<file path="src/rtl/usb_stream_pkg.sv">
// rtl/usb_stream_pkg.sv - shared stream FSM encodings and width defaults
package usb_stream_pkg;

  localparam int DATA_W_DEF = 32;

  typedef enum logic [1:0] {
    ST_IDLE  = 2'd0,
    ST_SYNC  = 2'd1,
    ST_CHECK = 2'd2
  } stream_state_t;

endpackage

</file>
<file path="src/rtl/sat_counter.sv">
// rtl/sat_counter.sv - saturating up-counter with synchronous clear
module sat_counter #(
  parameter int W = 16
) (
  input  logic         clk,
  input  logic         reset_,
  input  logic         clr,
  input  logic         inc,
  output logic [W-1:0] q
);

  localparam logic [W-1:0] ONE = W'(1);

  logic [W-1:0] base;

  // clear happens first so an increment in the same cycle counts from zero
  always_comb begin
    base = clr ? '0 : q;
  end

  // count up, sticking at all-ones
  always_ff @(posedge clk) begin
    if (reset_) begin
      q <= '0;
    end else if (inc && (base != '1)) begin
      q <= base + ONE;
    end else begin
      q <= base;
    end
  end

endmodule

</file>
<file path="src/rtl/counter_data_check.sv">
// rtl/counter_data_check.sv - incrementing-sequence continuity checker for StreamOUT data
module counter_data_check
  import usb_stream_pkg::*;
#(
  parameter int DATA_W = DATA_W_DEF,
  parameter int CNT_W  = 32,
  parameter int ERR_W  = 16
) (
  input  logic              clk,
  input  logic              reset_,
  input  logic              check_en,
  input  logic [DATA_W-1:0] data_in,
  input  logic              data_valid,
  input  logic              clear_errors,
  output logic              locked,
  output logic              err_pulse,
  output logic              err_sticky,
  output logic [ERR_W-1:0]  err_count,
  output logic [CNT_W-1:0]  word_count,
  output logic [DATA_W-1:0] err_expected,
  output logic [DATA_W-1:0] err_received
);

  localparam logic [DATA_W-1:0] ONE = DATA_W'(1);

  stream_state_t     state_q, state_d;
  logic [DATA_W-1:0] expected_q, expected_d;
  logic              word_hit;
  logic              err_hit;

  // next state, next expected word and per-word classification
  always_comb begin
    state_d    = state_q;
    expected_d = expected_q;
    word_hit   = 1'b0;
    err_hit    = 1'b0;
    case (state_q)
      ST_IDLE: begin
        state_d = ST_SYNC;
      end
      ST_SYNC: begin
        if (data_valid) begin
          expected_d = data_in + ONE;
          state_d    = ST_CHECK;
        end
      end
      ST_CHECK: begin
        if (data_valid) begin
          word_hit = 1'b1;
          if (data_in == expected_q) begin
            expected_d = expected_q + ONE;
          end else begin
            err_hit    = 1'b1;
            expected_d = data_in + ONE;
          end
        end
      end
      default: begin
        state_d = ST_IDLE;
      end
    endcase
    // disabling overrides everything: word ignored, state falls back to idle
    if (!check_en) begin
      state_d    = ST_IDLE;
      expected_d = expected_q;
      word_hit   = 1'b0;
      err_hit    = 1'b0;
    end
  end

  // FSM state and expected-word registers
  always_ff @(posedge clk) begin
    if (reset_) begin
      state_q    <= ST_IDLE;
      expected_q <= '0;
    end else begin
      state_q    <= state_d;
      expected_q <= expected_d;
    end
  end

  // error pulse, sticky flag and first-error snapshot; a new error beats a clear
  always_ff @(posedge clk) begin
    if (reset_) begin
      err_pulse    <= 1'b0;
      err_sticky   <= 1'b0;
      err_expected <= '0;
      err_received <= '0;
    end else begin
      err_pulse <= err_hit;
      if (err_hit && (!err_sticky || clear_errors)) begin
        err_sticky   <= 1'b1;
        err_expected <= expected_q;
        err_received <= data_in;
      end else if (clear_errors) begin
        err_sticky   <= 1'b0;
        err_expected <= '0;
        err_received <= '0;
      end
    end
  end

  assign locked = (state_q == ST_CHECK);

  sat_counter #(.W(ERR_W)) u_err_count (
    .clk    (clk),
    .reset_ (reset_),
    .clr    (clear_errors),
    .inc    (err_hit),
    .q      (err_count)
  );

  sat_counter #(.W(CNT_W)) u_word_count (
    .clk    (clk),
    .reset_ (reset_),
    .clr    (1'b0),
    .inc    (word_hit),
    .q      (word_count)
  );

endmodule

</file>
<file path="config.mk">
export PLATFORM = sky130hd
export DESIGN_NAME = counter_data_check
export DESIGN_NICKNAME = d
export VERILOG_FILES = /design/src/rtl/usb_stream_pkg.sv /design/src/rtl/sat_counter.sv /design/src/rtl/counter_data_check.sv
export SDC_FILE = /design/constraint.sdc
export NUM_CORES = 1
export LEC_CHECK = 0
export ABC_AREA = 0
export ABC_CLOCK_PERIOD_IN_PS = 2900
export CORE_MARGIN = 2
export CORE_UTILIZATION = 50
export DETAILED_ROUTE_END_ITERATION = 7
export PLACE_DENSITY = 0.81
export SYNTH_ARGS = -nofsm -noshare
export SYNTH_HDL_FRONTEND = slang
export SYNTH_HIERARCHICAL = 1
export SYNTH_SLANG_ARGS = --single-unit
</file>
<file path="constraint.sdc">
create_clock -name clk -period 2.9 [get_ports clk]
set_input_delay 0.435 -clock clk [delete_from_list [all_inputs] [get_ports clk]]
set_output_delay 0.435 -clock clk [all_outputs]
set_load 0.02 [all_outputs]
</file>
Routed clock nets over the placement:
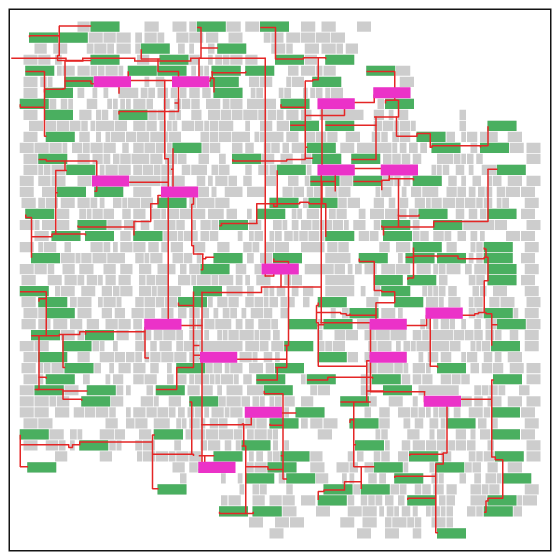
legend:
  green:
    item: flip-flops
    count: 148
  magenta:
    item: clock drivers
    count: 17
  red:
    item: clock wires
    length: 1910 microns
flops lie: spread over the die
routed clock nets: 18
Max Clock Skew: 0.00758 ns
Skew-Pair Late Insertion Delay: 0.43 ns
Clk power: 2.19 mW
clock network fraction of design power: 47.2%

Cells colored by class:
Bar = 50 microns.
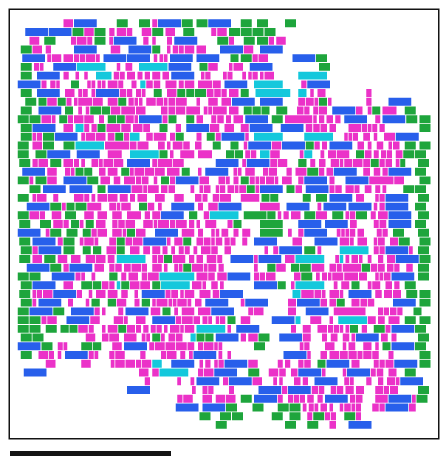
legend:
  green:
    class: remaining buffers and delay cells
    cells: 244
    share_of_their_area: 21%
  cyan:
    class: clock drivers and dummy loads
    cells: 32
    share_of_their_area: 5.3%
  magenta:
    class: combinational and other logic
    cells: 804
    share_of_their_area: 47%
  blue:
    class: sequential cells
    cells: 148
    share_of_their_area: 27%
Row Count: 47
final core utilization: 67.6%
share of the final layout cell area in sequential cells: 26.6%
area inside the core boundary: 16500 sq um
design area: 11100 sq um

==> flow_summary.toml <==
# yosys + openroad results
[die]
die_h_microns = 133

[routing]
drt-wirelength-per-cell_microns = 17.5
firstDrtPassIters = 5
drtAntennaViolNets = 0

[place]
post-dp-hpwl_mm = 18.0
place_inst = 1416

[global_route]
grtUsageMet2_pct = 43.4
global_route_wire_length_before_repair_mm = 40.4
global_route.usage.met1_pct = 37.6
grt_max_degree = 63

[layout]
bufAreaShareNonClock_pct = 20.1
clkbuf_count = 20
layout_top_cell_excl_fill_tap = "sky130_fd_sc_hd__clkdlybuf4s50_1"
final_layout_net_count = 1254
layout.filler_cells = 1334

[outcome]
run_status = "completed"

[logic_synthesis]
syn_area_per_cell_sq_um = 8.18
synthSimpleGateAreaFrac_pct = 33.3
dominant_cell_by_count_in_the_synthesized_netlist = "sky130_fd_sc_hd__dfxtp_1"
post_synth_mux_share_pct = 2.63

[worst_setup_path]
critical_path.endpoint = "u_err_count/q[9]"
critPathMaxFanout = 4

[timing]
period_minus_slack_ns = 2.67
No activity file was given, so power comes from the tool's default toggle rates.
